Design shr, sky130hd; sources not shown.
Fig. 1: clock nets
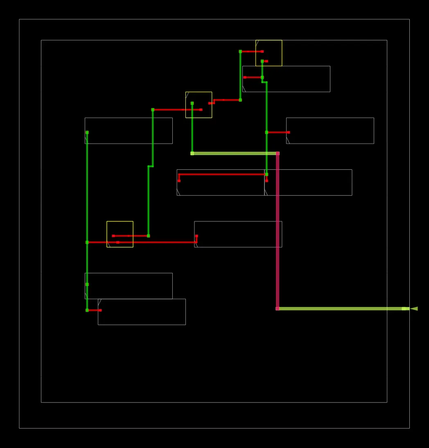
registers: 8
CTS Sinks: 8
clk latency late pin: 0.25 ns
# clk buffers: 3

Fig. 2: metal layers overlaid
(12 px per µm) Only two layers are drawn.
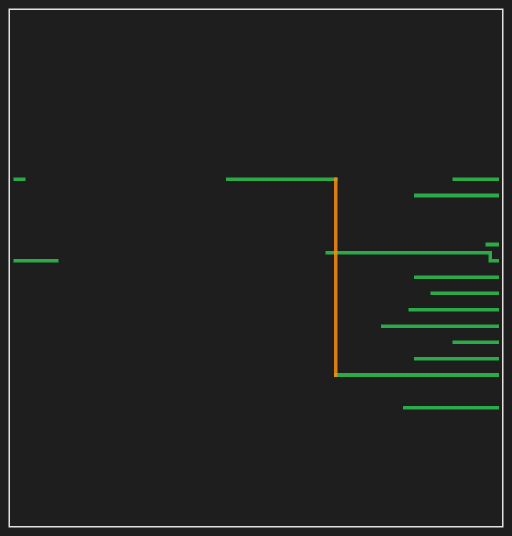
legend:
  M4:
    colour: orange
    wire_length: 16.3 µm
  M3:
    colour: green
    wire_length: 99.6 µm
Vias: 355
WL final: 981 µm
routed length per instance: 11.5 µm
GR Util All Layers: 14.5%

Fig. 3: M2 wires
(8 px per µm) Cells faint in the background.
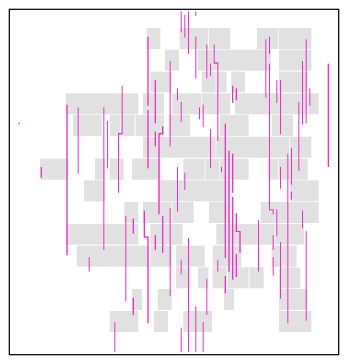
longest straight run: 21.1 µm
share of all routed wire: 46%
met2 Resource Use GR: 19.4%

Fig. 4: layout detail
Region (21, 22) to (41, 42) µm. Cells in grey, sequential cells in the stronger grey; small squares are vias.
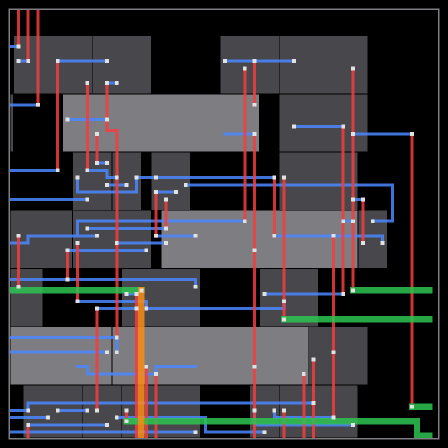
legend:
  M1:
    colour: blue
  M2:
    colour: red
  M4:
    colour: orange
  M3:
    colour: green
most frequent: buf_4 (5), dfrtp_1 (4), clkdlybuf4s50_1 (4)
cells with their middle in the window: 25
sequential cells in the window: 4

==> impl_metrics.toml <==
# yosys + openroad results
[run_status]
status = "complete, but fails checks"
violations = "negative setup slack"

[cts]
cts_hold_buffers = 0
htree_levels = 1
cts_root_buffer = "clkbuf_4"

[power_and_ir_drop]
ir_worst_vdd_mv = 0.497
powerDensity_nw_per_um2 = 1270
power_mw = 0.898

[setup_path]
max_stage_delay_ns = 0.38
cp_slowest_cell = "dfrtp_1"
crit_family = "flip-flops"
r2r_cells = 4
critPathKind = "register to output port"

[synthesis]
ys.flops = 8
ys_area_um2 = 380
yosysWarnings = 0
syn_avg_cell_area_um2 = 10.9
ys_sh_mux_pct = 21.1
ys_sh_xor_pct = 0

[run]
maxCapViolCount = 0

[layout]
area_growth_pct = 85.2

[drt]
top_layer = "met4"
drc = 0
vias_per_cell = 4.18
drt-met1-wl_um = 415

[final_timing]
final_max_slew_viol_count = 0
tightest_slew_ns = 0.128
finalCritPeriodShare_pct = 107
setup_slack_ns = -0.0736
setup_viol = 9

[grt]
grt_overflow = 0
antenna_found_initial = 0
grt_max_degree = 9

[placement]
gp_congestion = 0.665
io_buffers = 21
placed_cells = 80

[floorplanning]
rows = 14
fp_util_pct = 27.5
fp.coreArea_um2 = 1380
[power by group]
group	total, mW	switching (mW)	internal [mW]
Sequential	0.378	0.0203	0.357
Combinational	0.280	0.104	0.177
Clock	0.240	0.103	0.137
Total	0.898	0.227	0.671
[cell families after synthesis]
group / after synthesis
compound gates: 8
flops: 8
buf+inv: 3
mux: 8
simple gates: 8
[cell usage after synthesis (all sizes together)]
cell type  count  area share, %
mux2i          8             21
o21ai          8             11
nand2          8            7.9
buf            3            7.9
dfrtp          8             53
[layer usage]
layer  global-route usage [%]  vias to the layer above
met1                     16.4                      149
met2                     19.4                       14
met5                        0                        -
met3                     6.81                        2
met4                     12.0                        0
li1                         -                      190
[final cells by class]
cell class                 instances  area share (%)
timing repair buffer              34            44.2
sequential                         8            28.4
multi-input combinational         24            21.3
clock buffer                       3            3.20
tap                               16            2.84
